===== src/rtl/counter_bank_rd.sv =====
// Per-channel pop counters with an indexed, registered read port.
// Supports wrap or saturate, optional clear-on-read and sticky overflow flags.
module counter_bank_rd #(
  parameter int NUM_CH    = 5,
  parameter int CNT_W     = 5,
  parameter int SATURATE  = 0,
  parameter int CLR_ON_RD = 0,
  localparam int IDX_W    = (NUM_CH > 1) ? $clog2(NUM_CH) : 1
) (
  input  logic              clk,
  input  logic              reset,
  input  logic              idle,
  input  logic              req,
  input  logic [IDX_W-1:0]  idx,
  input  logic [NUM_CH-1:0] pop,
  output logic              valid,
  output logic [CNT_W-1:0]  data_out,
  output logic              rd_err,
  output logic [NUM_CH-1:0] ovf
);

  localparam logic [CNT_W-1:0] CNT_MAX  = {CNT_W{1'b1}};
  localparam logic [CNT_W-1:0] CNT_ONE  = {{(CNT_W-1){1'b0}}, 1'b1};
  localparam logic [IDX_W:0]   NUM_CH_L = (IDX_W+1)'(NUM_CH);

  logic [NUM_CH-1:0][CNT_W-1:0] cnt_q, cnt_d;
  logic [NUM_CH-1:0]            ovf_q, ovf_d;
  logic [CNT_W-1:0]             data_q, data_d;
  logic                         valid_q, valid_d;
  logic                         rd_err_q, rd_err_d;
  logic                         rd_acc_s, idx_ok_s;
  logic [NUM_CH-1:0]            sel_s, at_max_s, clr_s;
  logic [NUM_CH-1:0][CNT_W-1:0] cnt_inc_s;

  assign rd_acc_s = req & idle;
  assign idx_ok_s = ({1'b0, idx} < NUM_CH_L);

  // Next-state for counters, overflow flags and the read response
  always_comb begin
    cnt_d     = cnt_q;
    ovf_d     = ovf_q;
    data_d    = '0;
    sel_s     = '0;
    at_max_s  = '0;
    clr_s     = '0;
    cnt_inc_s = cnt_q;
    for (int i = 0; i < NUM_CH; i++) begin
      sel_s[i]    = rd_acc_s && idx_ok_s && (idx == IDX_W'(i));
      at_max_s[i] = (cnt_q[i] == CNT_MAX);
      clr_s[i]    = (CLR_ON_RD != 0) && sel_s[i];
      if (!pop[i]) begin
        cnt_inc_s[i] = cnt_q[i];
      end else if (at_max_s[i]) begin
        cnt_inc_s[i] = (SATURATE != 0) ? CNT_MAX : {CNT_W{1'b0}};
      end else begin
        cnt_inc_s[i] = cnt_q[i] + CNT_ONE;
      end
      // A clear loads the simultaneous pop so it is not lost; a new overflow beats the clear.
      cnt_d[i] = clr_s[i] ? {{(CNT_W-1){1'b0}}, pop[i]} : cnt_inc_s[i];
      ovf_d[i] = (pop[i] && at_max_s[i]) || (ovf_q[i] && !clr_s[i]);
      data_d   = data_d | (sel_s[i] ? cnt_q[i] : {CNT_W{1'b0}});
    end
    valid_d  = rd_acc_s;
    rd_err_d = rd_acc_s && !idx_ok_s;
  end

  // State and response registers
  always_ff @(posedge clk or posedge reset) begin
    if (reset) begin
      cnt_q    <= '0;
      ovf_q    <= '0;
      data_q   <= '0;
      valid_q  <= 1'b0;
      rd_err_q <= 1'b0;
    end else begin
      cnt_q    <= cnt_d;
      ovf_q    <= ovf_d;
      data_q   <= data_d;
      valid_q  <= valid_d;
      rd_err_q <= rd_err_d;
    end
  end

  assign valid    = valid_q;
  assign data_out = data_q;
  assign rd_err   = rd_err_q;
  assign ovf      = ovf_q;

endmodule


===== config.mk =====
export PLATFORM = sky130hd
export DESIGN_NAME = counter_bank_rd
export DESIGN_NICKNAME = d
export VERILOG_FILES = /design/src/rtl/counter_bank_rd.sv
export SDC_FILE = /design/constraint.sdc
export NUM_CORES = 1
export LEC_CHECK = 0
export CAP_MARGIN = 5
export CORE_UTILIZATION = 45
export DETAILED_ROUTE_END_ITERATION = 12
export PLACE_DENSITY = 0.67
export SLEW_MARGIN = 40
export SYNTH_ARGS = -nofsm -noshare
export SYNTH_HDL_FRONTEND = slang
export SYNTH_SLANG_ARGS = --single-unit

===== constraint.sdc =====
create_clock -name clk -period 1.8 [get_ports clk]
set_input_delay 0.36 -clock clk [delete_from_list [all_inputs] [get_ports clk]]
set_output_delay 0.36 -clock clk [all_outputs]
set_load 0.005 [all_outputs]

Clock distribution:
Drawn at 6 px/µm.
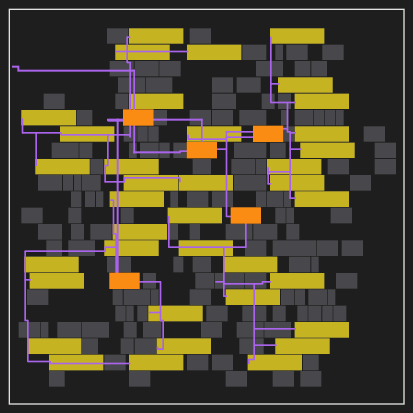
legend:
  orange:
    item: clock drivers
    count: 5
  yellow:
    item: flip-flops
    count: 37
  purple:
    item: clock wires
    length: 419 µm
routed clock nets: 6
Clock Latency Late Sink: 0.28 ns
clock group power: 0.567 mW

Met1 routing:
Drawn at 4 px/µm. Supply wires on this layer in grey.
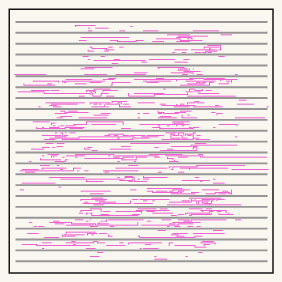
share of all routed wire: 46%
longest straight run: 17.5 µm
wire length on this layer: 1610 µm
nets with wire on the layer: 182
main direction: horizontal
met1 Usage GRT: 24.6%
detailed-route via count: 1285
final wirelength: 3.50 mm

==> Slide: Implementation Results <==
Run Summary

Status
  – Status: complete, no violations

Clock network
  – Root Driver: clkbuf_8
  – Post-CTS Setup Bufs: 0
  – Max H-tree Level: 2
  – Clock buffer depth: 2
  – Worst-path clk slew: 0.07 ns
  – Sinks on Clock Net: 37

Floorplan
  – N_taps: 48
  – Die y size: 65.5 µm

Drt
  – Initial DRC count: 64
  – M1 wire length: 1.61 mm
  – Met3 WL: 116 µm
  – Residual DRC count: 0
  – Highest metal used: met4
  – Routed met2 length: 1.65 mm
  – WL/cell: 15.4 µm

STA
  – RSZ-0062 raised after global routing: no
  – Max-slew headroom: 69.5%
  – Skew final: 0.00223 ns
  – Setup ws final: 0.226 ns
  – Tcrit/Tclk final: 87.4%
  – Final-report setup violation count: 0
  – Slew Limit Fails: 0
  – Worst slew pin tran: 0.458 ns

Synth
  – Synth logic family: multiplexers
  – Post-Synth XOR/XNOR Area: 0%
  – Top cells by area: dfrtp_1 (51%), mux2i_1 (7.7%), ha_1 (6.9%)
  – Post-Synthesis Cells: 150
  – Flip-flops with a built-in enable: 0
  – Count of cell types in the netlist: 24
  – Synth warn: 0
  – Synth Area in Adders: 6.89%
  – Cell type with the largest total area: dfrtp_1
  – Synth Seq Share: 51.0%
  – AO/OA Area Share: 12.0%
  – Flops out of synthesis: 37
  – Top post-synthesis cells by count: dfrtp_1 (37), o21ai_0 (16), mux2i_1 (14)
  – Ys flop type: dfrtp_1
  – YS chip area: 1820 µm²

Worst setup path
  – CP arrival: 1.80 ns
  – R2R depth: 6
  – Critical path's largest stage delay: 0.43 ns
  – Crit path top cell by count: ha_1
  – Req. time, crit path: 2.02 ns
  – Critical Path, Cell by Cell: ha_1 > and3_1 > ha_1 > nand2b_1 > nor2_1 > a22o_1
  – Critical Path Start: cnt_q[10]
  – Setup CP Type: register to register
  – Worst path bufs/invs: 0
  – Crit end category: register
  – Worst path depth: 6
  – Worst Path Max Fanout: 4

Placement
  – Placer congestion estimate: 0.761
  – Worst slack at placement: 0.0873 ns
  – Dpl hpwl: 2.63 mm

Pwr
  – Max power group: sequential cells
  – Pwr dens: 1310 nW/µm²
  – Clock Power Share: 19.7%
  – P_seq: 1.45 mW
  – Internal: 1.97 mW
  – Sw Ratio: 31.7%
  – Logic power comb: 0.871 mW

Finish
  – MI comb cells: 108
  – NonClk Buf Share: 11.7%
  – Fill cell count: 315
  – Reg area: 926 µm²
  – Non-Clock Buffer Count: 25
  – Area grow syn2layout: 20.9%
  – Dominant logic cell types in the final layout: dfrtp_1 (37), clkdlybuf4s50_1 (23), o21ai_0 (16)
  – Commonest Layout Cell: dfrtp_1
  – MI comb area: 860 µm²
  – Fraction of layout cells with a size suffix above 1: 14.0%
  – Fraction of area in multi-input gates: 39.1%
  – Antenna cells: 0
  – Num sequential: 37

Global routing
  – Pin count of the biggest net entering global routing: 38
  – Met3 Use GR: 4.34%
  – First-pass GRT wire length: 6.02 mm
  – Initial antenna violation count: 0
  – Global route hottest layer: met2

Worst hold path
  – Hold endpoint: ovf[3]
  – Hold wc startpoint: ovf[3]
  – Hold Path Stages: 1

Flow run
  – Total of max-cap violations: 0
[worst reg2reg max path, cell delays in order, from the launching register on]
cell      delay, ns
dfrtp_1        0.43
ha_1           0.24
and3_1         0.20
ha_1           0.21
nand2b_1       0.18
nor2_1         0.11
a22o_1         0.14
[metrics by stage]
stage	cells	util (%)	area (µm²)	hold WS (ns)
floorplan	150	-	1820	0.451
global placement	220	56.0	2110	0.436
detailed placement	220	56.0	2110	0.444
CTS	227	58.3	2200	0.459
global route	227	58.3	2200	0.475
finish	227	58.3	2200	0.454
[registers in the layout, summed over array words and instances, names as in the netlist]
signal    flops
cnt_q        25
data_out      5
ovf           5
rd_err        1
valid         1
Power figures rest on the tool's default switching activity, not on a simulated workload.
